Design sp_ram_be, sky130hd; sources not shown.
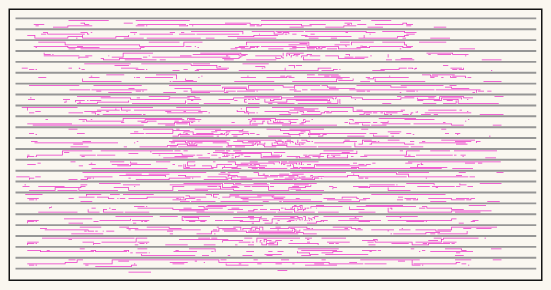
(images/m1.png)
(4 px per um) Supply wires on this layer in gray.
- longest straight run: 30.8 um
- wire length on this layer: 4800 um
- main direction: horizontal
Vias: 3071
met1 Use GR: 0.407
Routed WL: 12600 um

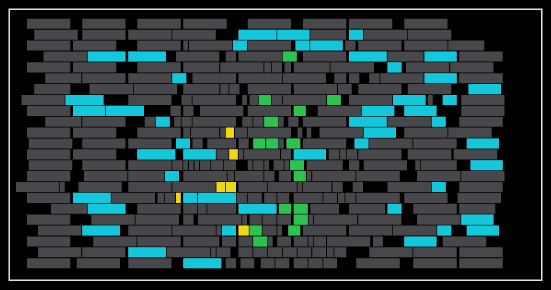
(images/gates.png)
(4 px per um)
- green: aoi and oai cells (cells 16)
- yellow: nand cells (cells 6)
- cyan: mux cells (cells 48; where widely spread)
logic share of the area: 0.197
Finished Layout Cells: 449
most frequent logic cell in the layout: edfxtp_1

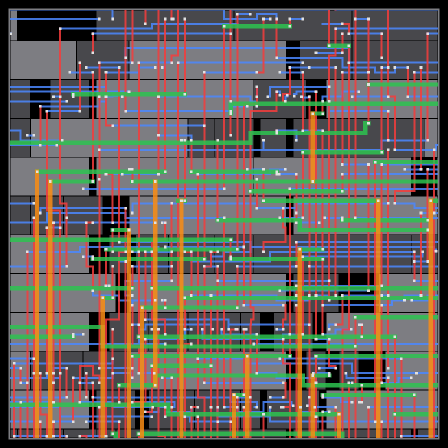
(images/closeup.png)
Window x 51 to 81, y 32 to 62 um. Cells in gray, sequential cells in the stronger gray; small squares are vias.
- green: M3
- red: M2
- blue: M1
- orange: M4
- most frequent: edfxtp_1 (16), buf_4 (8)
- sequential cells in the window: 17
- cells with their middle in the window: 53

==> job_summary.md <==
### Flow metrics

| Metric | Value |
|---|---|
| Cell Area, Synth | 0.00547 sq mm |
| Avg WL per Cell | 28.0 um |
| Crit Path Class | in2reg |
| Critical path data arrival time | 3.57 ns |
| Die width | 133 um |
| Reg2Reg Depth | 4 |
| RSZ-0062 raised after global routing | false |
| P per Cell Area | 544 mW/mm^2 |
| Most common reg cell | edfxtp_1 |
| GPL Wtd Cong | 0.914 |
| Setup slack at placement | 0.385 ns |
| Synth top cells by count | 128 x edfxtp_1, 17 x mux4_2, 16 x mux2i_1, 15 x mux4_1, 13 x nor2_1 |
| Hold Path Depth | 2 |
| Post-synthesis net count | 278 |
| Yosys stat chip area | 0.00547 sq mm |
| Core area | 0.00814 sq mm |
| Total GRT Usage | 0.323 |
| Least-Margin Pin Slew | 0.934 ns |
| Cell type with the largest total area | edfxtp_1 |
| Setup TNS | 0 ns |
| R2R Setup Slk | 1.82 ns |
| Num rows | 23 |
| Pins Over Slew Limit | 0 |
| # setup viols final | 0 |
| CP cell instances | clkdlybuf4s50_1 -> mux4_1 -> mux2i_1 -> a222oi_1 -> buf_2 |
| Yosys cell types | 22 |
| DP Cell Count | 418 |
| PortBufs | 25 |
| LEAKAGE | 2.30 nW |
| Total CTS buffers | 17 |
| Leading cell type by number of instances after synthesis | edfxtp_1 |
| Ys cells | 261 |
| Clock Sinks | 137 |
| IO Pins | 26 |
| Die area | 0.00894 sq mm |
| Relative slew margins | 0.378 |
| Initial detailed-routing violation count | 468 |
| Clk slew on worst S/H paths | 0.06 ns |
| Area delta synth->final | 21.5% |
| MaxCap Viol Count | 0 |
| Fmax | 0.302 GHz |
| GRT overflow | 0 |
| Top cells by area | edfxtp_1 70%, mux4_1 7.2%, mux4_2 7.0%, dfxtp_1 3.3%, mux2i_1 2.9% |
| DRT Pass-1 Iters | 6 |
| Crit path max fanout | 9 |
| Syn Inst Count | 261 |
| Hold Path Class | reg2reg |
| DP HPWL | 7260 um |
| Ys Warns | 6 |
| Max clock buf depth | 2 |
| First-pass GRT wire length | 18700 um |
| Post-DRT Antenna Nets | 0 |
| Htree depth | 4 |
| Status | completed |
| CP bufs+invs | 2 |
| Fin. Hold Viols | 0 |
| Number of diodes | 0 |
| Worst Setup End Kind | flip-flop |
| # resized after CTS | 0 |
| Total power | 3.62 mW |
-- layout by cell type (no fill, tap or decap), drive strengths merged, types with 9 or more instances in the layout --
cell and count:
buf 36, clkbuf 21, clkdlybuf4s50 24, dfxtp 9, edfxtp 128, mux2i 16, mux4 32, nor2 13
or3b 11
-- power by group --
| part | leakage (nW) | internal, mW | switching [mW] |
|---|---|---|---|
| clock | 0.312 | 1.19 | 0.564 |
| combinational | 0.766 | 0.0916 | 0.124 |
| sequential | 1.22 | 1.64 | 0.00633 |
-- per-stage QoR --
stage | hold slack (ns) | cell area, sq um
5_1_grt | 0.687 | 6650
6_report | 0.670 | 6650
2_1_floorplan | 0.650 | 5470
4_1_cts | 0.663 | 6650
3_5_place_dp | 0.647 | 6010
3_3_place_gp | 0.625 | 6000
-- tightest hold or removal path: stages, from the launching register on --
cell and delay [ns]:
dfxtp_1 0.32, or3b_2 0.18, o221ai_1 0.10
-- per-layer routing --
| layer | vias up | global-route usage | routed length, um |
|---|---|---|---|
| met2 | 230 | 0.492 | 5890 |
| li1 | 1238 | - | - |
| met5 | - | - | 0 |
| met1 | 1549 | 0.407 | 4800 |
| met4 | 0 | 0.167 | 532 |
| met3 | 54 | 0.0953 | 1370 |
-- cells by family (layout without fill, tap and decap cells) --
| kind of cell | Yosys count | in the layout | share of synthesized area |
|---|---|---|---|
| AOI/OAI and AO/OA | 16 | 16 | 0.0274 |
| buffers and inverters | 23 | 99 | 0.0252 |
| DFF | 137 | 137 | 0.736 |
| muxes | 48 | 48 | 0.171 |
| and+or+nand+nor | 37 | 37 | 0.0405 |
-- cell type report --
| cell class | count | area [sq um] |
|---|---|---|
| Sequential cell | 137 | 4020 |
| Fill cell | 346 | 1500 |
| Multi-Input combinational cell | 101 | 1310 |
| Timing Repair Buffer | 60 | 505 |
| Clock buffer | 21 | 440 |
| Clock inverter | 10 | 199 |
| Tap cell | 112 | 140 |
| Inverter | 8 | 30.0 |
Power figures rest on the tool's default switching activity, not on a simulated workload.
